**src/rtl/cpu_pkg.sv**
```systemverilog
// Shared encodings for the cpu_core datapath: ALU opcodes, branch
// conditions, flag bit positions and register write-source selects.
package cpu_pkg;

  // ALU operation class, decoded from OP[2:0]; OP[3] picks the variant
  localparam logic [2:0] ALU_ADDSUB = 3'b000;
  localparam logic [2:0] ALU_XOR    = 3'b001;
  localparam logic [2:0] ALU_AND    = 3'b010;
  localparam logic [2:0] ALU_ORNOR  = 3'b011;
  localparam logic [2:0] ALU_SHL    = 3'b100;
  localparam logic [2:0] ALU_SHR    = 3'b101;
  localparam logic [2:0] ALU_ROL    = 3'b110;
  localparam logic [2:0] ALU_ROR    = 3'b111;

  // Full opcodes where OP[3] changes the function
  localparam logic [3:0] OP_SUB = 4'b1000;
  localparam logic [3:0] OP_NOR = 4'b1011;

  // Branch condition codes (OP field when JMP_INST=1)
  localparam logic [3:0] BR_ALWAYS = 4'b0111;
  localparam logic [3:0] BR_JE     = 4'b1011;
  localparam logic [3:0] BR_JNE    = 4'b0011;
  localparam logic [3:0] BR_JC     = 4'b0101;
  localparam logic [3:0] BR_JNC    = 4'b1101;
  localparam logic [3:0] BR_JN     = 4'b0110;
  localparam logic [3:0] BR_JNN    = 4'b1110;

  // Flag bit positions inside FLAGS
  localparam int FLAG_Z = 0;
  localparam int FLAG_C = 1;
  localparam int FLAG_N = 2;
  localparam int FLAG_V = 3;

  // Register write-source select {MS1,MS0}
  localparam logic [1:0] MS_ALU      = 2'b00;
  localparam logic [1:0] MS_REGA     = 2'b01;
  localparam logic [1:0] MS_IMM      = 2'b10;
  localparam logic [1:0] MS_IMM_RSVD = 2'b11;

endpackage

```
**src/rtl/cpu_alu.sv**
```systemverilog
// Combinational ALU: add/sub, logic ops, shifts and rotates with Z/C/N/V.
module cpu_alu
  import cpu_pkg::*;
#(
  parameter int W = 8
) (
  input  logic [W-1:0] a,
  input  logic [W-1:0] b,
  input  logic [3:0]   op,
  output logic [W-1:0] y,
  output logic         z,
  output logic         c,
  output logic         n,
  output logic         v
);

  localparam int SH_W = $clog2(W);

  logic           subtract;
  logic [W-1:0]   b_eff;
  logic [W:0]     sum;
  logic [SH_W-1:0] sh;
  logic [2*W-1:0] dbl;
  logic [2*W-1:0] rol_w;
  logic [2*W-1:0] ror_w;

  // Subtraction is A + ~B + 1, so one adder serves both and C is the raw carry
  assign subtract = (op == OP_SUB);
  assign b_eff    = subtract ? ~b : b;
  assign sum      = {1'b0, a} + {1'b0, b_eff} + {{W{1'b0}}, subtract};

  // Rotates take the matching half of A concatenated with itself
  assign sh    = b[SH_W-1:0];
  assign dbl   = {a, a};
  assign rol_w = dbl << sh;
  assign ror_w = dbl >> sh;

  // Result and arithmetic flags; C and V are only meaningful for add/sub
  always_comb begin
    y = '0;
    c = 1'b0;
    v = 1'b0;
    case (op[2:0])
      ALU_ADDSUB: begin
        y = sum[W-1:0];
        c = sum[W];
        v = (a[W-1] == b_eff[W-1]) && (sum[W-1] != a[W-1]);
      end
      ALU_XOR:   y = a ^ b;
      ALU_AND:   y = a & b;
      ALU_ORNOR: y = (op == OP_NOR) ? ~(a | b) : (a | b);
      ALU_SHL:   y = a << sh;
      ALU_SHR:   y = a >> sh;
      ALU_ROL:   y = rol_w[2*W-1:W];
      ALU_ROR:   y = ror_w[W-1:0];
      default:   y = '0;
    endcase
  end

  assign z = (y == '0);
  assign n = y[W-1];

endmodule

```
**src/rtl/cpu_core.sv**
```systemverilog
// Single-cycle 8-bit CPU datapath: register bank, ALU, flags and IP/branch.
module cpu_core
  import cpu_pkg::*;
#(
  parameter int W = 8
) (
  input  logic         CLK,
  input  logic         RST,
  output logic [W-1:0] Addr,
  output logic [W-1:0] FLAGS,
  output logic [W-1:0] R0,
  output logic [W-1:0] R1,
  output logic [W-1:0] R2,
  output logic [W-1:0] R3,
  output logic [W-1:0] R4,
  output logic [W-1:0] R5,
  output logic [W-1:0] R6,
  output logic [W-1:0] R7,
  input  logic         MEM_INST,
  input  logic         ALU_INST,
  input  logic         JMP_INST,
  input  logic         MS1,
  input  logic         MS0,
  input  logic         IRS,
  input  logic         TS2,
  input  logic         TS1,
  input  logic         TS0,
  input  logic         AR2,
  input  logic         AR1,
  input  logic         AR0,
  input  logic         BS2,
  input  logic         BS1,
  input  logic         BS0,
  input  logic [3:0]   OP,
  input  logic [W-1:0] IMM
);

  logic [2:0]   ts_idx;
  logic [2:0]   ar_idx;
  logic [2:0]   bs_idx;
  logic [1:0]   ms_sel;
  logic [W-1:0] regs [8];
  logic [W-1:0] flags_q;
  logic [W-1:0] ip_q;
  logic [W-1:0] a_op;
  logic [W-1:0] b_op;
  logic [W-1:0] alu_y;
  logic         alu_z;
  logic         alu_c;
  logic         alu_n;
  logic         alu_v;
  logic [W-1:0] wr_data;
  logic [W-1:0] flags_next;
  logic         branch_taken;

  // Branch condition against the flags held before this edge
  function automatic logic cond_met(input logic [3:0] code, input logic [W-1:0] fl);
    logic met;
    case (code)
      BR_ALWAYS: met = 1'b1;
      BR_JE:     met = fl[FLAG_Z];
      BR_JNE:    met = ~fl[FLAG_Z];
      BR_JC:     met = fl[FLAG_C];
      BR_JNC:    met = ~fl[FLAG_C];
      BR_JN:     met = fl[FLAG_N];
      BR_JNN:    met = ~fl[FLAG_N];
      default:   met = 1'b0;
    endcase
    return met;
  endfunction

  assign ts_idx = {TS2, TS1, TS0};
  assign ar_idx = {AR2, AR1, AR0};
  assign bs_idx = {BS2, BS1, BS0};
  assign ms_sel = {MS1, MS0};

  // Operands are read from pre-edge state, so TS==AR/BS sees the old value
  assign a_op = regs[ar_idx];
  assign b_op = IRS ? IMM : regs[bs_idx];

  cpu_alu #(.W(W)) u_alu (
    .a  (a_op),
    .b  (b_op),
    .op (OP),
    .y  (alu_y),
    .z  (alu_z),
    .c  (alu_c),
    .n  (alu_n),
    .v  (alu_v)
  );

  // Register write-source mux
  always_comb begin
    wr_data = IMM;
    case (ms_sel)
      MS_ALU:      wr_data = alu_y;
      MS_REGA:     wr_data = a_op;
      MS_IMM:      wr_data = IMM;
      MS_IMM_RSVD: wr_data = IMM;
      default:     wr_data = IMM;
    endcase
  end

  // Pack ALU flags into their architectural bit positions
  always_comb begin
    flags_next         = '0;
    flags_next[FLAG_Z] = alu_z;
    flags_next[FLAG_C] = alu_c;
    flags_next[FLAG_N] = alu_n;
    flags_next[FLAG_V] = alu_v;
  end

  assign branch_taken = JMP_INST && cond_met(OP, flags_q);

  // Register bank write on MEM_INST
  always_ff @(posedge CLK or posedge RST) begin
    if (RST) begin
      for (int i = 0; i < 8; i++) regs[i] <= '0;
    end else if (MEM_INST) begin
      regs[ts_idx] <= wr_data;
    end
  end

  // Flags register update on ALU_INST
  always_ff @(posedge CLK or posedge RST) begin
    if (RST) flags_q <= '0;
    else if (ALU_INST) flags_q <= flags_next;
  end

  // Instruction pointer: taken branch lands one past the target, else increment
  always_ff @(posedge CLK or posedge RST) begin
    if (RST) ip_q <= '0;
    else if (branch_taken) ip_q <= IMM + 1'b1;
    else ip_q <= ip_q + 1'b1;
  end

  assign Addr  = ip_q;
  assign FLAGS = flags_q;
  assign R0    = regs[0];
  assign R1    = regs[1];
  assign R2    = regs[2];
  assign R3    = regs[3];
  assign R4    = regs[4];
  assign R5    = regs[5];
  assign R6    = regs[6];
  assign R7    = regs[7];

endmodule

```
**config.mk**
```make
export PLATFORM = sky130hd
export DESIGN_NAME = cpu_core
export DESIGN_NICKNAME = d
export VERILOG_FILES = /design/src/rtl/cpu_pkg.sv /design/src/rtl/cpu_alu.sv /design/src/rtl/cpu_core.sv
export SDC_FILE = /design/constraint.sdc
export NUM_CORES = 1
export LEC_CHECK = 0
export ABC_AREA = 1
export CELL_PAD_IN_SITES_DETAIL_PLACEMENT = 1
export CELL_PAD_IN_SITES_GLOBAL_PLACEMENT = 1
export CORE_MARGIN = 2
export CORE_UTILIZATION = 42
export CTS_CLUSTER_SIZE = 40
export DETAILED_ROUTE_END_ITERATION = 10
export PLACE_DENSITY_LB_ADDON = 0.12
export SLEW_MARGIN = 20
export SYNTH_ARGS = -nofsm -noshare
export SYNTH_HDL_FRONTEND = slang
export SYNTH_SLANG_ARGS = --single-unit
```
**constraint.sdc**
```tcl
create_clock -name CLK -period 7.37 [get_ports CLK]
set_input_delay 1.1055 -clock CLK [delete_from_list [all_inputs] [get_ports CLK]]
set_output_delay 1.1055 -clock CLK [all_outputs]
set_load 0.005 [all_outputs]
```
Figure 1. Cell placement.
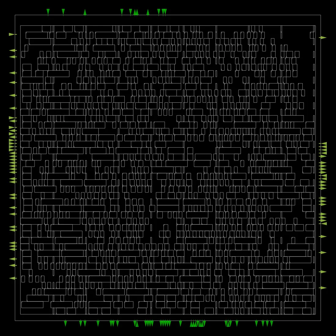
Tap Count: 211
Final Non-Filler Cells: 1290
sequential share of cell area: 0.237
Layout Utilization: 0.524

Figure 2. Signal wires on met3.
Bar = 50 um.
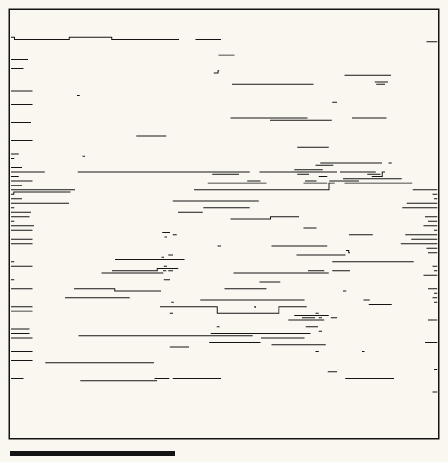
- nets with wire on the layer: 134
- longest straight run: 52.4 um
- wire length on this layer: 1400 um
- main direction: horizontal

Figure 3. Wiring by layer.
Bar = 50 um.
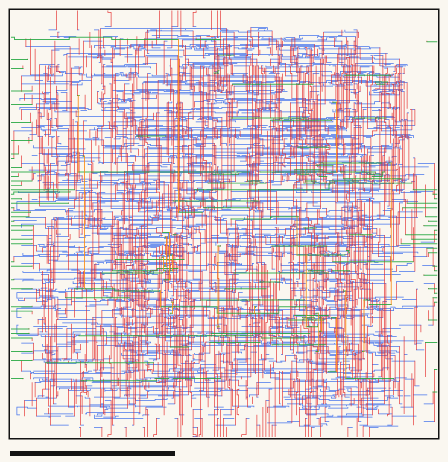
- green: metal 3 (wire length 1400 um)
- blue: metal 1 (wire length 11600 um)
- red: metal 2 (wire length 11100 um)
- orange: metal 4 (wire length 354 um)
routed len/inst: 19.0 um
routed wire length: 24500 um
GRT Util Overall: 0.302

==> flow_summary.yaml <==
# physical design summary
final_layout:
  num-multi-input-gates: 742
  clkCellAreaFrac: 0.0361
synth:
  top_area_cell: "dfrtp_1"
  ys_sh_aoi: 0.167
  yosys.area.top_type_share: 0.287
  synthesis.instances: 991
  ys_sh_adder: 0.0521
placed_design:
  dp_hpwl_um: 18900
  globalplace.congestion: 0.924
clock_network:
  ctsHoldBuffers: 0
  htreeDepth: 3
timing:
  relSlewSlack: 0.302
  timing.setup.tns_ns: 0
hold_path:
  hp-class: "reg -> reg"
  hp-start: "FLAGS[3]"
critical_path:
  worstSetupEndpoint: "R4[6]"
  path_class: "in -> reg"
  critPathMaxStageDelay_ns: 1.01
  r2r_cells: 18
status:
  status: "finished clean"
power_and_ir_drop:
  p_sw_frac: 0.411
  share_seq_of_total_power: 0.319
  powerDensity_mw_per_mm2: 239
drt:
  route.met3.wl_um: 1400
  drtIter0Drc: 656
  routedLengthMet1_um: 11600
grt:
  grt.busiest_layer: "met2"
